$ cat src/rtl/data_mem_arbiter.sv
// data_mem_arbiter: shares the single-port 256x16 data RAM between the CPU16
// core (port 0) and the I/O/DMA requester (port 1), one access at a time.
// Each access is IDLE -> ACCESS -> RESP -> IDLE: the request is latched at
// E0, the RAM captures the address at E1, read data is captured at E2 and
// the owner's ack is high in the cycle after E2.
//
// Ports:
//   clock, reset                 clock and asynchronous active-high reset
//   cpu_req/we/addr/wdata        CPU request (held until cpu_ack)
//   cpu_ack, cpu_rdata           CPU completion pulse and registered read data
//   io_req/we/addr/wdata         I/O request (held until io_ack)
//   io_ack, io_rdata             I/O completion pulse and registered read data
//   mem_addr/we/wdata, mem_rdata RAM pins (sync address capture, async output)
//   busy                         high whenever the FSM is not IDLE
//
// Build option: define DATA_MEM_ARB_RR_EN for round-robin arbitration on
// simultaneous requests; otherwise the CPU wins every tie.

module data_mem_arbiter (
  input  logic        clock,
  input  logic        reset,
  input  logic        cpu_req,
  input  logic        cpu_we,
  input  logic [7:0]  cpu_addr,
  input  logic [15:0] cpu_wdata,
  output logic        cpu_ack,
  output logic [15:0] cpu_rdata,
  input  logic        io_req,
  input  logic        io_we,
  input  logic [7:0]  io_addr,
  input  logic [15:0] io_wdata,
  output logic        io_ack,
  output logic [15:0] io_rdata,
  output logic [7:0]  mem_addr,
  output logic        mem_we,
  output logic [15:0] mem_wdata,
  input  logic [15:0] mem_rdata,
  output logic        busy
);

  typedef enum logic [1:0] {
    ST_IDLE   = 2'd0,
    ST_ACCESS = 2'd1,
    ST_RESP   = 2'd2
  } state_t;

  state_t      state_q, state_d;
  logic        we_q, we_d;
  logic [7:0]  addr_q, addr_d;
  logic [15:0] wdata_q, wdata_d;
  logic        owner_q, owner_d;       // 0 = CPU, 1 = I/O
  logic        cpu_ack_q, cpu_ack_d;
  logic        io_ack_q, io_ack_d;
  logic [15:0] cpu_rdata_q, cpu_rdata_d;
  logic [15:0] io_rdata_q, io_rdata_d;

  logic        cpu_elig;
  logic        io_elig;
  logic        grant_any;
  logic        grant_io;

  // A port whose ack is high is still holding req for the access that just
  // finished, so it is masked to avoid a duplicate grant.
  assign cpu_elig  = cpu_req & ~cpu_ack_q;
  assign io_elig   = io_req  & ~io_ack_q;
  assign grant_any = cpu_elig | io_elig;

`ifdef DATA_MEM_ARB_RR_EN
  // ptr_q names the port favoured on the next tie (0 = CPU, 1 = I/O).
  logic ptr_q, ptr_d;

  assign grant_io = io_elig & (~cpu_elig | ptr_q);

  always_comb begin
    ptr_d = ptr_q;
    if (state_q == ST_IDLE && grant_any) begin
      ptr_d = ~grant_io;
    end
  end

  always_ff @(posedge clock or posedge reset) begin
    if (reset) begin
      ptr_q <= 1'b0;
    end else begin
      ptr_q <= ptr_d;
    end
  end
`else
  assign grant_io = io_elig & ~cpu_elig;
`endif

  always_comb begin
    state_d     = state_q;
    we_d        = we_q;
    addr_d      = addr_q;
    wdata_d     = wdata_q;
    owner_d     = owner_q;
    cpu_ack_d   = 1'b0;
    io_ack_d    = 1'b0;
    cpu_rdata_d = cpu_rdata_q;
    io_rdata_d  = io_rdata_q;
    case (state_q)
      ST_IDLE: begin
        if (grant_any) begin
          state_d = ST_ACCESS;
          owner_d = grant_io;
          if (grant_io) begin
            we_d    = io_we;
            addr_d  = io_addr;
            wdata_d = io_wdata;
          end else begin
            we_d    = cpu_we;
            addr_d  = cpu_addr;
            wdata_d = cpu_wdata;
          end
        end
      end
      ST_ACCESS: begin
        state_d = ST_RESP;
      end
      ST_RESP: begin
        // RAM output reflects the address captured at the previous edge.
        state_d = ST_IDLE;
        if (owner_q) begin
          io_ack_d = 1'b1;
          if (!we_q) begin
            io_rdata_d = mem_rdata;
          end
        end else begin
          cpu_ack_d = 1'b1;
          if (!we_q) begin
            cpu_rdata_d = mem_rdata;
          end
        end
      end
      default: begin
        state_d = ST_IDLE;
      end
    endcase
  end

  always_ff @(posedge clock or posedge reset) begin
    if (reset) begin
      state_q     <= ST_IDLE;
      we_q        <= 1'b0;
      addr_q      <= 8'h00;
      wdata_q     <= 16'h0000;
      owner_q     <= 1'b0;
      cpu_ack_q   <= 1'b0;
      io_ack_q    <= 1'b0;
      cpu_rdata_q <= 16'h0000;
      io_rdata_q  <= 16'h0000;
    end else begin
      state_q     <= state_d;
      we_q        <= we_d;
      addr_q      <= addr_d;
      wdata_q     <= wdata_d;
      owner_q     <= owner_d;
      cpu_ack_q   <= cpu_ack_d;
      io_ack_q    <= io_ack_d;
      cpu_rdata_q <= cpu_rdata_d;
      io_rdata_q  <= io_rdata_d;
    end
  end

  // mem_we decodes straight from state so it falls the instant reset rises.
  assign mem_we    = (state_q == ST_ACCESS) & we_q;
  assign mem_addr  = addr_q;
  assign mem_wdata = wdata_q;
  assign busy      = (state_q != ST_IDLE);
  assign cpu_ack   = cpu_ack_q;
  assign io_ack    = io_ack_q;
  assign cpu_rdata = cpu_rdata_q;
  assign io_rdata  = io_rdata_q;

endmodule

$ cat config.mk
export PLATFORM = sky130hd
export DESIGN_NAME = data_mem_arbiter
export DESIGN_NICKNAME = d
export VERILOG_FILES = /design/src/rtl/data_mem_arbiter.sv
export SDC_FILE = /design/constraint.sdc
export NUM_CORES = 1
export LEC_CHECK = 0
export CORE_ASPECT_RATIO = 1.75
export CORE_MARGIN = 4
export CORE_UTILIZATION = 23
export DETAILED_ROUTE_END_ITERATION = 12
export MAX_ROUTING_LAYER = met4
export PLACE_DENSITY = 0.54
export SYNTH_ARGS = -nofsm -noshare
export SYNTH_HDL_FRONTEND = slang
export SYNTH_SLANG_ARGS = --single-unit
$ cat constraint.sdc
create_clock -name clock -period 2.6 [get_ports clock]
set_clock_uncertainty 0.05 [all_clocks]
set_input_delay 0.39 -clock clock [delete_from_list [all_inputs] [get_ports clock]]
set_output_delay 0.39 -clock clock [all_outputs]
set_load 0.02 [all_outputs]
==> results.toml <==
# generated from flow reports
[placed_design]
place_area_um2 = 3978
hpwl_um = 5384
dp_cells = 425

[critical_path]
slowest_stage = "clkdlybuf4s50_1"
worst_path_largest_cell_delay_ns = 0.63
reg2reg_slack_ns = 0.72
crit_chain = "nor2b_1, and2_1, clkdlybuf4s50_1"
endpoint_kind = "primary output"
setup.worst_path.end = "mem_we"
crit_start = "state_q[0]"
cp-start-kind = "register"

[sta]
slew_violations = 0
fin_crit_ns = 2.159
finalSetupViolations = 0

[synth]
synthArstFlopShare_pct = 100.0
avgSynthCellArea_um2 = 14.85
ys.flops = 62
ys_cells = 170
ys_seq_share_pct = 61.45
synthCells = 170
fp_nets = 240
netlist_area_um2 = 2525

[finish]
instances_no_fill = 440
antenna_cells = 0
design_area_um2 = 4254
drive_gt1_share_pct = 12.58
nNetsFinal = 376

[routing]
ant_nets = 0
viasPerCell = 4.386
wire_per_inst_um = 16.28
drt_iter0_drc = 32

[outcome]
outcome = "complete, no violations"

[floorplan]
dieArea_um2 = 12780
fp_util_pct = 23.60
core_um2 = 10700
io_pins = 130

[clock_tree]
h-tree-depth = 3
clock_latency_ns = 0.32
cts_tree = "yes"

[power]
power_density_nw_per_um2 = 1234
vdd_drop_max_mv = 0.5973
p_leak_nw = 1.694

[global_routing]
antenna_found_initial = 0
grt_max_degree = 28
grtUsageTotal_pct = 12.32

[worst_hold_path]
min_path_type = "in2async"
## sequential cells by signal, indices dropped and copies added, names as in the netlist
signal     flops
we_q           1
cpu_rdata     16
owner_q        1
io_ack         1
cpu_ack        1
state_q        2
mem_addr       8
mem_wdata     16
io_rdata      16
## cell families after synthesis
logic type / count (synthesis) / share of synthesized area, %
AND-OR/OR-AND: 27 / 11.69
buffers and inverters: 13 / 2.974
flip-flops: 62 / 61.45
multiplexers: 32 / 14.27
AND/OR/NAND/NOR: 36 / 9.614
## where the power goes
group | leakage (nW) | switching (mW) | internal [mW]
Sequential | 0.733 | 0.279 | 1.44
Clock | 0.131 | 0.397 | 0.689
Combinational | 0.830 | 1.15 | 1.30
Total | 1.69 | 1.83 | 3.42
## how the worst min path moves through the flow
stage                               to  slack [ns]
after global routing      cpu_rdata[6]        0.39
after CTS                 cpu_rdata[6]        0.35
after floorplan                cpu_ack        0.38
after global placement         cpu_ack        0.41
final                     cpu_rdata[6]        0.35
after detailed placement   io_rdata[9]        0.42
## cells in the mapped netlist, types with 2 or more instances
library cell,instances,share of area (%)
mux2_1,20,8.9
mux2_2,12,5.4
nand2b_1,27,6.7
nor2b_1,3,0.74
clkbuf_1,2,0.30
buf_2,6,1.2
buf_6,2,0.89
dfrtp_1,62,61
o221a_1,25,11
inv_1,2,0.30
## critical path, delay by kind of cell (launching register included)
kind	cells	cell delay, ns
buffers and inverters	1	0.63
DFF	1	0.43
and+or+nand+nor	2	0.34
## metal layers
metal	GRT usage, %	wire [µm]	up-vias	part of all wire, %
met5	-	0	-	0
met4	4.147	106	0	1.5
met3	3.331	467	7	6.5
met2	22.03	3981	78	56
met1	12.68	2607	955	36
li1	-	-	890	-
## cell type report
type / count / area, µm²
Sequential cell: 62 / 1551
Tap cell: 130 / 162.7
Timing Repair Buffer: 136 / 1344
Clock inverter: 3 / 20.02
Inverter: 2 / 7.507
Clock buffer: 12 / 256.5
Fill cell: 1025 / 6444
Multi-Input combinational cell: 95 / 912.1
## layout by cell type (no fill, tap or decap)
master	n
inv_2	1
buf_4	7
mux2_1	20
o21ai_1	1
clkinv_2	1
nor2b_2	2
clkbuf_8	2
nor3b_1	1
clkbuf_16	9
clkdlybuf4s50_1	129
clkbuf_1	1
clkinvlp_4	2
or2_4	1
and3b_1	1
a21oi_2	1
and2_1	1
nor4b_4	1
or3b_1	1
nor2b_1	1
dfrtp_1	62
nand2b_1	27
o221a_1	25
mux2_2	12
inv_1	1
## metrics by stage
stage	power [mW]	worst slack (ns)
floorplan	2.956	0.6186
global placement	4.194	0.5989
detailed placement	4.240	0.5895
CTS	5.362	0.3933
global route	5.584	0.2940
finish	5.251	0.4406
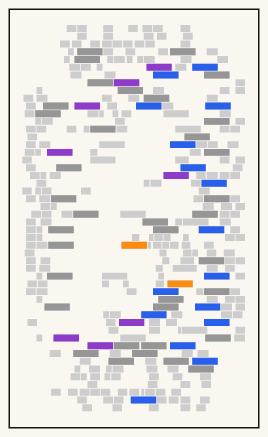
(images/ff_map.png)
Other sequential cells in the stronger gray, the rest of the logic in the fainter gray.
Orange stands for state_q, placed flops 2. Blue stands for cpu_rdata, placed flops 16. Purple stands for mem_addr, placed flops 8.
seq pwr: 1.72 mW
final core utilization: 39.77%

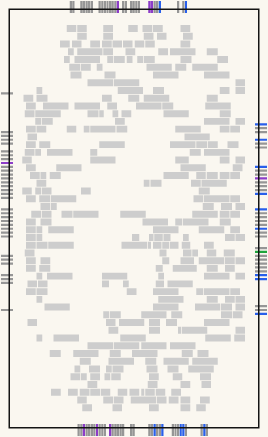
(images/pinout.png)
Pins as bars across the die edge, other pins in gray.
Purple stands for mem_addr, pins 8, direction output, edge 3 top, 3 bottom, 1 right, 1 left. Green stands for cpu_ack, pins 1, direction output, edge right. Blue stands for cpu_rdata, pins 16, direction output, edge 9 right, 5 bottom, 2 top.
All pins by edge: 34 right, 34 bottom, 33 left, 29 top.
Die H: 146.6 µm
die span in x: 87.20 µm
# port buffers: 129

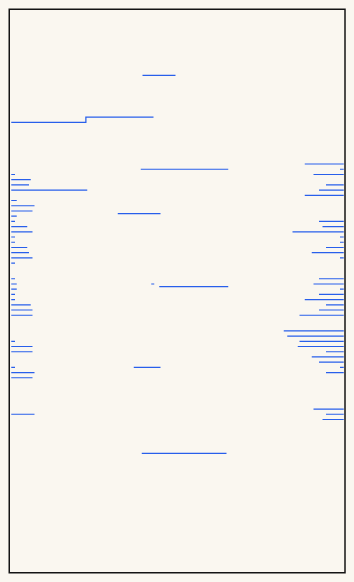
(images/m3.png)
The wires run mostly horizontal. The longest straight run is 22.5 µm.
Routed Wire Length: 7161 µm
M3 GR Usage: 3.331%

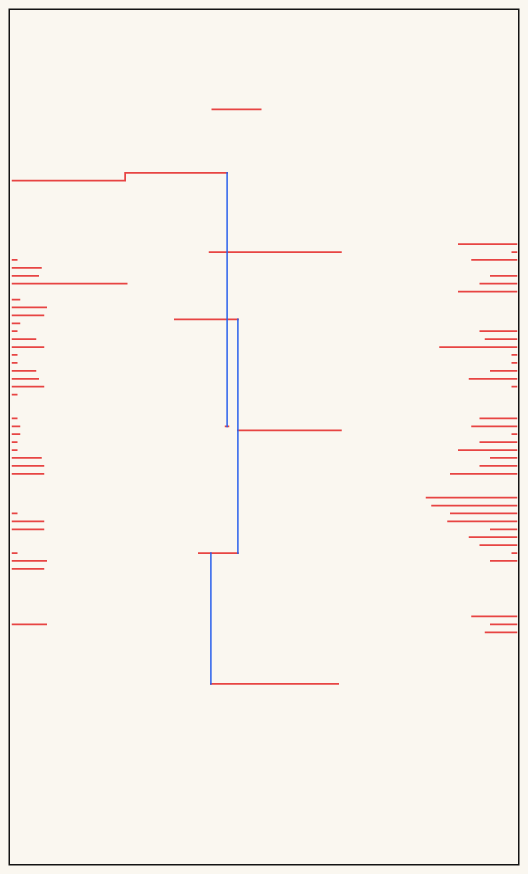
(images/layers.png)
Only two layers are drawn.
Red stands for M3, wire length 467 µm. Blue stands for M4, wire length 106 µm.

Power and IR drop assume default switching activity.
